`src/rtl/tgl_pkg.sv`:
```
// Shared types and constants for the tgl_debounce input conditioner.
// Build option TGL_DEBOUNCE_SYNC_EN is consumed by tgl_debounce_bit.
package tgl_pkg;

  // Default number of consecutive stable samples to accept a level change.
  localparam int unsigned DebounceDefault = 4;

  typedef enum logic [1:0] {
    StStableLow  = 2'd0,
    StWaitHigh   = 2'd1,
    StStableHigh = 2'd2,
    StWaitLow    = 2'd3
  } tgl_state_e;

  // Counter must hold 0..Debounce-1; never narrower than one bit.
  function automatic int unsigned cnt_width(input int unsigned debounce);
    if (debounce <= 2) begin
      return 1;
    end
    return $clog2(debounce);
  endfunction

endpackage

```
`src/rtl/tgl_debounce_bit.sv`:
```
// One debounce channel: optional 2-flop sync (TGL_DEBOUNCE_SYNC_EN), qualification FSM,
// saturating-free counter and registered toggle pulse / level / enable copy.
module tgl_debounce_bit
  import tgl_pkg::*;
#(
  parameter int unsigned Debounce = DebounceDefault
) (
  input  logic clk_i,
  input  logic rst_ni,
  input  logic raw_i,
  input  logic e_i,
  output logic t_o,
  output logic eo_o,
  output logic level_o,
  output logic busy_o
);

  localparam int unsigned CntW = cnt_width(Debounce);
  localparam logic [CntW-1:0] CntMax = CntW'(Debounce - 1);

  logic s;

`ifdef TGL_DEBOUNCE_SYNC_EN
  logic [1:0] sync_q;

  always_ff @(posedge clk_i or negedge rst_ni) begin
    if (!rst_ni) begin
      sync_q <= 2'b00;
    end else begin
      sync_q <= {sync_q[0], raw_i};
    end
  end

  assign s = sync_q[1];
`else
  assign s = raw_i;
`endif

  tgl_state_e      state_q;
  logic [CntW-1:0] cnt_q;
  logic            t_q;
  logic            eo_q;
  logic            level_q;

  always_ff @(posedge clk_i or negedge rst_ni) begin
    if (!rst_ni) begin
      state_q <= StStableLow;
      cnt_q   <= '0;
      t_q     <= 1'b0;
      eo_q    <= 1'b0;
      level_q <= 1'b0;
    end else begin
      // Pulse is one cycle wide; only the rising-edge acceptance re-asserts it.
      t_q  <= 1'b0;
      eo_q <= e_i;
      unique case (state_q)
        StStableLow: begin
          if (s) begin
            state_q <= StWaitHigh;
            cnt_q   <= CntW'(1);
          end else begin
            cnt_q <= '0;
          end
        end
        StWaitHigh: begin
          if (!s) begin
            state_q <= StStableLow;
            cnt_q   <= '0;
          end else if (cnt_q == CntMax) begin
            state_q <= StStableHigh;
            cnt_q   <= '0;
            level_q <= 1'b1;
            t_q     <= e_i;
          end else begin
            cnt_q <= cnt_q + CntW'(1);
          end
        end
        StStableHigh: begin
          if (!s) begin
            state_q <= StWaitLow;
            cnt_q   <= CntW'(1);
          end else begin
            cnt_q <= '0;
          end
        end
        StWaitLow: begin
          if (s) begin
            state_q <= StStableHigh;
            cnt_q   <= '0;
          end else if (cnt_q == CntMax) begin
            state_q <= StStableLow;
            cnt_q   <= '0;
            level_q <= 1'b0;
          end else begin
            cnt_q <= cnt_q + CntW'(1);
          end
        end
      endcase
    end
  end

  assign t_o     = t_q;
  assign eo_o    = eo_q;
  assign level_o = level_q;
  assign busy_o  = (state_q == StWaitHigh) || (state_q == StWaitLow);

endmodule

```
`src/rtl/tgl_debounce.sv`:
```
// Multi-channel debouncer producing toggle pulses for a downstream toggle latch.
// Define TGL_DEBOUNCE_SYNC_EN to insert a 2-flop synchronizer per channel.
module tgl_debounce
  import tgl_pkg::*;
#(
  parameter int unsigned Width    = 1,
  parameter int unsigned Debounce = DebounceDefault
) (
  input  logic             clk_i,
  input  logic             rst_ni,
  input  logic [Width-1:0] raw_i,
  input  logic [Width-1:0] e_i,
  output logic [Width-1:0] t_o,
  output logic [Width-1:0] eo_o,
  output logic [Width-1:0] level_o,
  output logic [Width-1:0] busy_o,
  output logic [Width-1:0] return_o
);

  for (genvar i = 0; i < Width; i++) begin : g_chan
    tgl_debounce_bit #(
      .Debounce(Debounce)
    ) u_bit (
      .clk_i  (clk_i),
      .rst_ni (rst_ni),
      .raw_i  (raw_i[i]),
      .e_i    (e_i[i]),
      .t_o    (t_o[i]),
      .eo_o   (eo_o[i]),
      .level_o(level_o[i]),
      .busy_o (busy_o[i])
    );
  end

  assign return_o = t_o;

endmodule

```
`config.mk`:
```
export PLATFORM = sky130hd
export DESIGN_NAME = tgl_debounce
export DESIGN_NICKNAME = d
export VERILOG_FILES = /design/src/rtl/tgl_pkg.sv /design/src/rtl/tgl_debounce_bit.sv /design/src/rtl/tgl_debounce.sv
export SDC_FILE = /design/constraint.sdc
export NUM_CORES = 1
export LEC_CHECK = 0
export CAP_MARGIN = 25
export CORE_AREA = 2 2 39 41
export CTS_CLUSTER_SIZE = 12
export DETAILED_ROUTE_END_ITERATION = 8
export DIE_AREA = 0 0 41 43
export PLACE_DENSITY = 0.41
export SLEW_MARGIN = 20
export SYNTH_ARGS = -nofsm -noshare
export SYNTH_HDL_FRONTEND = slang
export SYNTH_SLANG_ARGS = --single-unit
```
`constraint.sdc`:
```
create_clock -name clk_i -period 2.94 [get_ports clk_i]
set_clock_uncertainty 0.15 [all_clocks]
set_input_delay 0.294 -clock clk_i [delete_from_list [all_inputs] [get_ports clk_i]]
set_output_delay 0.294 -clock clk_i [all_outputs]
set_load 0.02 [all_outputs]
```
==> results.yml <==
# physical design summary
sta:
  setup_ws_ns: 1.19
  tightest_slew_ns: 0.310
  fmax_mhz: 570
  rsz0062_at_grt: "no"
  setup_viol: 0
  relSlewSlack_pct: 79.2
  drv_slew: 0
  finalCritPeriodShare_pct: 59.7
  hold_viol: 0
routing:
  wl_per_cell_um: 9.00
  wl_met3_um: 37
  vias_per_cell: 4.02
  first_iter_violations: 4
  drt-pass1-iter-count: 4
  route.detailed.drc: 0
  ant_nets: 0
  highest_layer: "met3"
  route.met2.wl_um: 179
power:
  power_w: 0.000330
  peakVddDrop_uv: 283
  p_leak_nw: 0.167
  power_density_mw_per_mm2: 853
floorplan:
  fp-row-count: 14
  coreArea_mm2: 0.00138
  dieHeight_um: 43
  dieArea_mm2: 0.00176
worst_setup_path:
  endpoint: "busy_o"
  crit_family: "buffers and inverters"
  cp_num_buf_inv: 1
  crit_arrival_ns: 1.31
  cpPeakStageDelay_ns: 0.64
  required_ns: 2.50
  path_cells: "clkdlybuf4s50_1"
  critical_path_class: "register to output pin"
  r2r-start: "g_chan[0].u_bit.cnt_q[0]$_DFF_PN0_"
  end_kind: "output pin"
  reg2reg_depth: 3
  cp.depth: 1
  slowest_stage: "clkdlybuf4s50_1"
  crit_fanout: 6
global_routing:
  gr-usage-all-layers_pct: 5.98
  grt_pass1_wl_um: 662
  grt_max_degree: 8
  grtUsageMet1_pct: 8.97
  gr-usage-met3_pct: 1.57
  top_usage_layer: "met1"
  grt_overflow_total: 0
  grt_pass1_vias: 161
yosys:
  yosysSeqAreaShare_pct: 64.5
  syn-num-nets: 27
  synthTopCellsByArea: "dfrtp_1 (65%), a21oi_1 (5.5%), mux2_4 (5.5%)"
  edf_count: 0
  yosysTopAreaCell: "dfrtp_1"
  top_cell: "dfrtp_1"
  top_cells_by_count: "dfrtp_1 (7), a21oi_1 (3), nand2_1 (2)"
  yosysTopAreaCellShare_pct: 64.5
  yosysChipArea_um2: 272
  ys_ff: 7
  ys_async_sr_fraction_pct: 100
  synth_cells: 22
  ys_types: 13
  yosys_warnings: 0
cts:
  cts_setup_buffers: 0
  cts.sinks: 7
  cts-htree-levels: 1
  cts_tree: "yes"
  post_cts_resized: 0
  clock_path_buffers: 2
  holdBufCountCts: 0
  cts_buffers: 3
final_layout:
  fin_util_pct: 27.9
  mostFrequentLayoutCell: "clkdlybuf4s50_1"
  syn2layout_area_growth_pct: 42.4
  drive_above_1_share_pct: 15.6
  fin_cells: 48
  final_cell_mix: "clkdlybuf4s50_1 (8), dfrtp_1 (7), a21oi_1 (3), clkbuf_4 (3), nand2_1 (2)"
run_status:
  status: "completed"
placement:
  place_area_um2: 360
  place.gp.congestion: 0.716
  dp_slack_ns: 1.45
  placed_cells: 44
hold_path:
  worstHoldPathType: "input port to asynchronous set/reset pin"
job:
  max_cap_viol_count: 0
-- report_power, final --
group	leakage [nW]	switching [W]	internal, W	total (W)
sequential	0.0886	0.0000272	0.000126	0.000154
clock	0.0150	0.0000322	0.0000516	0.0000838
combinational	0.0636	0.0000424	0.0000502	0.0000926
total	0.167	0.000102	0.000228	0.000330
-- layout make-up --
class                      instances  area (um2)
clock buffer                       4        26.3
fill                             139         997
multi-input combinational         13        85.1
sequential                         7         175
tap                               16        20.0
timing repair buffer               8        80.1
-- cells by family after synthesis --
family                   count (synthesis)  synth area share (%)
multiplexers                             1                  5.53
AND/OR/NAND/NOR                          5                  8.29
AND-OR/OR-AND                            5                  9.68
XOR/XNOR                                 1                  3.23
buffers and inverters                    2                  4.15
adder cells (fa/ha/maj)                  1                  4.61
flip-flops                               7                  64.5
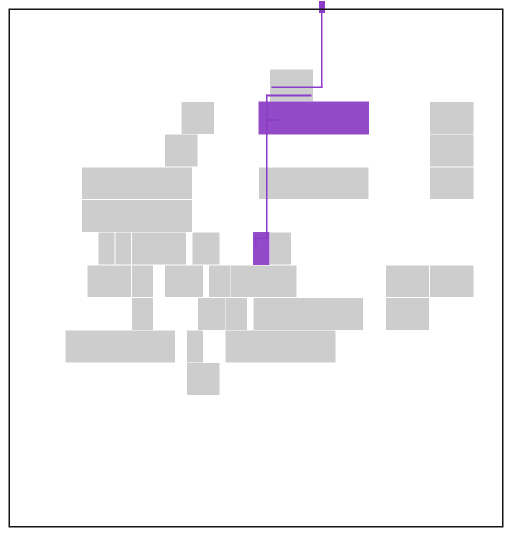
Figure 1: port wiring.
Drawn at 12 px/um.
colour	port	bits	direction	edge	end cells	buffers	wire
purple	e_i	1	input	top	2	1	29.1 um
PortBufs: 8
I/O Pins: 9

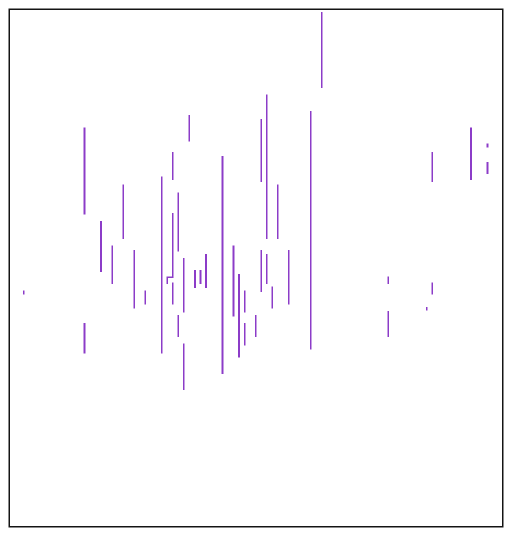
Figure 2: the metal 2 layer.
Drawn at 12 px/um.
share of all routed wire	42%
nets with wire on the layer	31
main direction	vertical
wire length on this layer	180 um
final wirelength: 432 um
DR vias: 193
met2 Resource Use GR: 6.25%

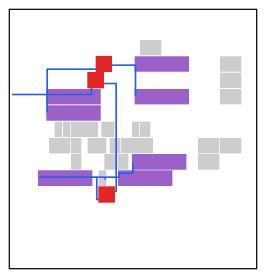
Figure 3: clock distribution.
Drawn at 6 px/um.
[red] cells driving clock nets | count: 3
[purple] flip-flops | count: 7
[blue] clock wires | length: 89.5 um
routed clock nets	4
clk_lat worst skew: 0.24 ns
Clock power frac: 25.4%

Power is estimated from default activity; no workload was simulated.
